==> run_1/placed.png <==
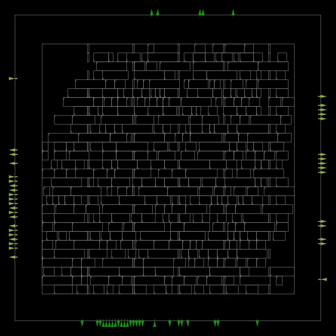
==> run_1/util_map.png <==
Scale: 4 px per um. 9 x 9 tiles, from dark blue (low) to red (high), 0 to 100% covered.
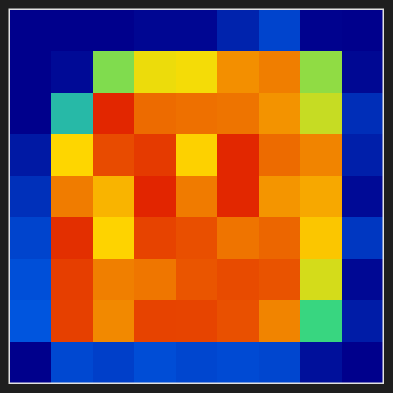
==> run_1/m1.png <==
Scale: 6 px per um. Supply wires on this layer in gray. Cells faint in the background.
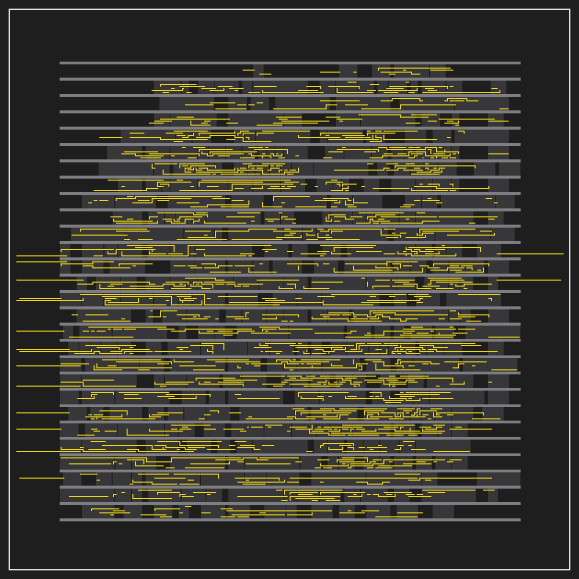
**src/rtl/bitty_pkg.sv**
```systemverilog
// Shared types and constants for the bitty instruction sequencer.
package bitty_pkg;

   typedef enum logic [2:0] {
      IDLE,
      FETCH,
      ISSUE,
      EXEC,
      HALT,
      ERROR
   } seq_state_t;

   localparam logic [15:0] HALT_WORD = 16'hFFFF;
   localparam logic [15:0] COUNT_MAX = 16'hFFFF;

   function automatic logic is_halt(input logic [15:0] word);
      return word == HALT_WORD;
   endfunction

endpackage

```
**src/rtl/bitty_if.sv**
```systemverilog
// Instruction-memory read channel between the sequencer and its memory.
interface bitty_if #(
   parameter int ADDR_W = 8
) ();
   logic              mem_req;
   logic [ADDR_W-1:0] mem_addr;
   logic              mem_valid;
   logic [15:0]       mem_rdata;

   modport master (output mem_req, output mem_addr, input mem_valid, input mem_rdata);
   modport slave  (input mem_req, input mem_addr, output mem_valid, output mem_rdata);
endinterface

```
**src/rtl/bitty_watchdog.sv**
```systemverilog
// EXEC-phase watchdog: counts enabled cycles since clear, flags the last allowed one.
module bitty_watchdog #(
   parameter int TIMEOUT = 255
) (
   input  logic clk,
   input  logic reset,
   input  logic clear,
   input  logic enable,
   output logic expired
);
   localparam int CW = (TIMEOUT < 2) ? 1 : $clog2(TIMEOUT + 1);

   logic [CW-1:0] count;

   always_ff @(posedge clk or negedge reset) begin
      if (!reset) begin
         count <= '0;
      end else if (clear) begin
         count <= '0;
      end else if (enable) begin
         count <= count + 1'b1;
      end
   end

   // High in the cycle whose increment would reach TIMEOUT; the sequencer gates it with enable.
   assign expired = (count == CW'(TIMEOUT - 1));

endmodule

```
**src/rtl/bitty_sequencer.sv**
```systemverilog
// Fetch/issue sequencer feeding 16-bit instruction words to bitty_core.
//   state | meaning
//   IDLE  | waiting for start after reset
//   FETCH | memory read outstanding at pc
//   ISSUE | one-cycle core_start with captured instruction
//   EXEC  | waiting for core_done under watchdog
//   HALT  | HALT_WORD fetched, run ended cleanly
//   ERROR | watchdog expired, run abandoned
module bitty_sequencer
   import bitty_pkg::*;
#(
   parameter int ADDR_W  = 8,
   parameter int TIMEOUT = 255
) (
   input  logic        clk,
   input  logic        reset,
   input  logic        start,
   bitty_if.master     mem,
   output logic [15:0] instruction,
   output logic        core_start,
   input  logic        core_done,
   output logic        busy,
   output logic        halted,
   output logic        error,
   output logic [15:0] instr_count
);

   seq_state_t        state, state_nxt;
   logic [ADDR_W-1:0] pc;
   logic              accept_start;
   logic              capture;
   logic              complete;
   logic              wd_clear;
   logic              wd_enable;
   logic              wd_expired;

   always_ff @(posedge clk or negedge reset) begin
      if (!reset) begin
         state <= IDLE;
      end else begin
         state <= state_nxt;
      end
   end

   always_comb begin
      state_nxt    = state;
      accept_start = 1'b0;
      capture      = 1'b0;
      complete     = 1'b0;
      wd_clear     = 1'b0;
      wd_enable    = 1'b0;
      mem.mem_req  = 1'b0;
      core_start   = 1'b0;
      busy         = 1'b0;
      halted       = 1'b0;
      error        = 1'b0;
      case (state)
         IDLE, HALT, ERROR: begin
            halted = (state == HALT);
            error  = (state == ERROR);
            if (start) begin
               accept_start = 1'b1;
               state_nxt    = FETCH;
            end
         end
         FETCH: begin
            mem.mem_req = 1'b1;
            busy        = 1'b1;
            if (mem.mem_valid) begin
               if (is_halt(mem.mem_rdata)) begin
                  state_nxt = HALT;
               end else begin
                  capture   = 1'b1;
                  state_nxt = ISSUE;
               end
            end
         end
         ISSUE: begin
            core_start = 1'b1;
            busy       = 1'b1;
            wd_clear   = 1'b1;
            state_nxt  = EXEC;
         end
         EXEC: begin
            busy = 1'b1;
            // A completion arriving on the expiry cycle still counts.
            if (core_done) begin
               complete  = 1'b1;
               state_nxt = FETCH;
            end else begin
               wd_enable = 1'b1;
               if (wd_expired) begin
                  state_nxt = ERROR;
               end
            end
         end
         default: state_nxt = IDLE;
      endcase
   end

   always_ff @(posedge clk or negedge reset) begin
      if (!reset) begin
         pc          <= '0;
         instr_count <= '0;
         instruction <= '0;
      end else begin
         if (accept_start) begin
            pc          <= '0;
            instr_count <= '0;
         end else if (complete) begin
            pc <= pc + 1'b1;
            if (instr_count != COUNT_MAX) begin
               instr_count <= instr_count + 16'd1;
            end
         end
         if (capture) begin
            instruction <= mem.mem_rdata;
         end
      end
   end

   assign mem.mem_addr = pc;

   bitty_watchdog #(
      .TIMEOUT (TIMEOUT)
   ) u_watchdog (
      .clk     (clk),
      .reset   (reset),
      .clear   (wd_clear),
      .enable  (wd_enable),
      .expired (wd_expired)
   );

endmodule

```
**src/flat_wrapper.sv**
```systemverilog
// flat-port wrapper written by rule: the top's interface ports become plain ports
module bitty_sequencer_flat import bitty_pkg::*;
#(
   parameter int ADDR_W  = 8,
   parameter int TIMEOUT = 255
)
  (clk, reset, start, instruction, core_start, core_done, busy, halted, error, instr_count, mem_mem_req, mem_mem_addr, mem_mem_valid, mem_mem_rdata);
  bitty_if #(.ADDR_W(ADDR_W)) mem_i ();
  input  logic clk;
  input  logic reset;
  input  logic start;
  output logic [15:0] instruction;
  output logic core_start;
  input  logic core_done;
  output logic busy;
  output logic halted;
  output logic error;
  output logic [15:0] instr_count;
  output wire logic [$bits(mem_i.mem_req)-1:0] mem_mem_req;
  output wire logic [$bits(mem_i.mem_addr)-1:0] mem_mem_addr;
  input wire logic [$bits(mem_i.mem_valid)-1:0] mem_mem_valid;
  input wire logic [$bits(mem_i.mem_rdata)-1:0] mem_mem_rdata;
  assign mem_mem_req = mem_i.mem_req;
  assign mem_mem_addr = mem_i.mem_addr;
  assign mem_i.mem_valid = mem_mem_valid;
  assign mem_i.mem_rdata = mem_mem_rdata;
  bitty_sequencer #(.ADDR_W(ADDR_W), .TIMEOUT(TIMEOUT)) u_core (.clk(clk), .reset(reset), .start(start), .mem(mem_i), .instruction(instruction), .core_start(core_start), .core_done(core_done), .busy(busy), .halted(halted), .error(error), .instr_count(instr_count));
endmodule
```
**config.mk**
```make
export PLATFORM = sky130hd
export DESIGN_NAME = bitty_sequencer_flat
export DESIGN_NICKNAME = d
export VERILOG_FILES = /design/src/rtl/bitty_pkg.sv /design/src/rtl/bitty_if.sv /design/src/rtl/bitty_watchdog.sv /design/src/rtl/bitty_sequencer.sv /design/src/flat_wrapper.sv
export SDC_FILE = /design/constraint.sdc
export NUM_CORES = 1
export LEC_CHECK = 0
export CAP_MARGIN = 30
export CORE_MARGIN = 8
export CORE_UTILIZATION = 44
export DETAILED_ROUTE_END_ITERATION = 10
export GPL_ROUTABILITY_DRIVEN = 0
export PLACE_DENSITY_LB_ADDON = 0.3
export SETUP_SLACK_MARGIN = 0.05
export SLEW_MARGIN = 20
export SYNTH_ARGS = -nofsm -noshare
export SYNTH_HDL_FRONTEND = slang
export SYNTH_HIERARCHICAL = 1
export SYNTH_SLANG_ARGS = --single-unit
```
**constraint.sdc**
```tcl
create_clock -name clk -period 1.8 [get_ports clk]
set_clock_uncertainty 0.2 [all_clocks]
set_input_delay 0.54 -clock clk [delete_from_list [all_inputs] [get_ports clk]]
set_output_delay 0.54 -clock clk [all_outputs]
set_load 0.01 [all_outputs]
```
==> changes_impl.md, run 1 <==
## Flow update

- Endpoints failing setup: 54
- Input/output buffers: around 65
- P_sw: roughly 2.0 mW
- Post-synth seq share: between 40% and 50%
- Distinct cells, synth: roughly 48
- Ao+oa area frac: around 9.7%
- Starting density of the core: about 45%
- Area leader share: 48.7%
- Flop share of the area: roughly 28%
- Crit. path cell count: 6
- Worst R2R End: u_core/instr_count[11]
- Final Instance Area: about 4600 um^2
- Post-synth EDFFs: 0
- Switching share of power: a little over a third
- Crit. End Element: flip-flop
- Logic pwr share: between 50% and 60%
- Violated checks: setup timing
- M2 GR Usage: 35.5%
- Ys cells: about 250
- Worst vdd ir: 1.07 mV
- Status: complete, but fails checks
- Initial antenna violation count: 0
- Max cap viols: 0
- Top cells by area: dfrtp_1 (49%), mux2_1 (7.7%), nand4_1 (3.8%)
- Comb area leader: simple AND/OR/NAND/NOR gates
- Type of the worst setup path: flip-flop to flip-flop
- Syn. warnings: 6
- Most instantiated logic cell after routing: buf_4
- Met3 Use GR: roughly 4.7%
- Synthesized area: between 2000 and 3000 um^2
- Diodes inserted: 0
- Critical path's top delay family: simple AND/OR/NAND/NOR gates
- Final worst slack: -0.285 ns
- Cell taking the most area after synthesis: dfrtp_1
- Met3 WL: ~520 um
- Comb gate area: about 1700 um^2
- Pwr top: combinational cells
## Picture notes: placed.png
fill cell count: 327
post-route insts no fill: 484
final core occ: 78.8%

## Picture notes: util_map.png
- fullest tile: 96%
- mean over tiles: 52%
- emptiest ninth of the die: upper left
- nearly empty tiles: 16%

## Picture notes: m1.png
- longest straight run: 21.2 um
- wire length on this layer: 3720 um
- main direction: horizontal
- share of all routed wire: 40%
- nets with wire on the layer: 401
routed via count: 2760
met1 GRT Util: 23.4%
WL final: 9400 um

run 1: flip-flops by register name, summed over array words and instances, names as in the netlist:
signal / flops
u_core/instr_count: 16
u_core/instruction: 16
u_core/mem.mem_addr: 8
u_core/u_watchdog/count: 8
u_core/state: 3
run 1: cell usage after synthesis (2+ instances only):
master	instances
a21oi_1	11
and3_1	5
buf_2	3
buf_4	4
clkbuf_1	6
dfrtp_1	51
ha_1	4
inv_1	2
mux2_1	18
mux2i_1	2
nand2_1	14
nand2b_1	4
nand3_1	13
nand4_1	16
nor2_1	17
nor3_1	7
nor4_1	4
o211ai_1	8
o21ai_0	6
o21ai_1	3
o31ai_1	3
or3_1	8
xnor2_1	6
xor2_1	6
==> run_1/port_trees.png <==
Scale: 4 px per um.
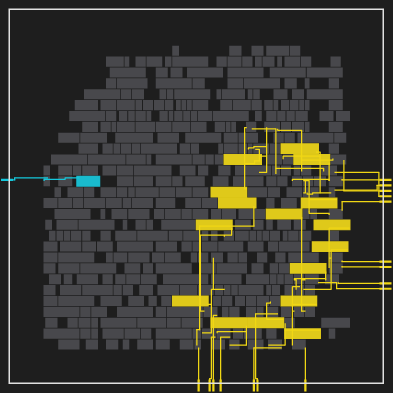

--- run 2 (diff from run 1) ---
CORE_MARGIN = 2   (was 8)
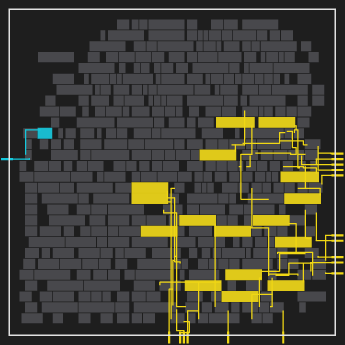
(run_2/port_trees.png)
Scale: 4 px per um.
- cyan: halted (direction output; edge left; end cells 1; buffers 1; wire 14.3 um)
- yellow: instr_count (direction output; edge 10 right, 6 bottom; end cells 16; buffers 18; wire 502 um)

==> run 2 against run 1 <==
The flow finishes with violations (hold timing, setup timing). Global-route usage rose by 5.5 points. Clock-buffer cell count fell by 1. Register-to-register slack improved by 0.08 ns. First-iteration DRC count shrank 5.5%. Flip-flop count stayed put. Die area down 24%. Setup slack better by 0.079 ns.
==> changes_impl.md, run 2 <==
## Flow update

- Status: complete, but fails checks
- Violated checks: hold timing, setup timing
- Met3 WL: 329 um (-37%)
- Ao+oa area frac: 9.65% (unchanged)
- Crit. path cell count: 3 (-3)
- Final Hold Viols: 4
- Critical path's top delay family: flip-flops
- Initial antenna violation count: 0 (unchanged)
- Min Hold Slack: -0.0100 ns
- Top cells by area: dfrtp_1 (49%), mux2_1 (7.7%), nand4_1 (3.8%)
- Worst R2R End: u_core/instr_count[11]
- Final worst slack: -0.206 ns (+0.0787 ns)
- Largest regs: u_core/instr_count x16, u_core/instruction x16
- Met3 Use GR: 3.78% (-0.95 points)
- M2 GR Usage: 46.0% (+11 points)
- WL final: 8670 um (-7.7%)
- Most instantiated logic cell after routing: buf_4
- Ys cells: 245 (unchanged)
- Final core occ: 78.8% (about the same)
- Comb area leader: simple AND/OR/NAND/NOR gates
- P_sw: 1.90 mW (-7.1%)
- Endpoints failing setup: 46 (-15%)
- Crit. End Element: primary output
- Post-synth EDFFs: 0 (unchanged)
- Post-synth seq share: 48.7% (unchanged)
- Area leader share: 48.7% (unchanged)
-- run 2: power by group through the flow --
stage / clock network [mW] / logic (mW) / registers (mW)
after floorplan: 0 / 0.964 / 1.77
after global placement: 0 / 2.19 / 1.66
after detailed placement: 0 / 2.25 / 1.67
after CTS: 0.696 / 2.75 / 1.66
after global routing: 0.733 / 3.22 / 1.71
final: 0.679 / 3.04 / 1.67
-- run 2: area by class of cell --
class / count / area (um^2) / share of cell area, %
clock buffer: 5 / 68.8 / 1.49
clock inverter: 3 / 18.8 / 0.407
inverter: 2 / 7.51 / 0.163
multi-input combinational: 178 / 1640 / 35.6
sequential: 51 / 1280 / 27.8
tap: 75 / 93.8 / 2.04
timing repair buffer: 168 / 1500 / 32.5
No activity file was given, so power comes from the tool's default toggle rates.
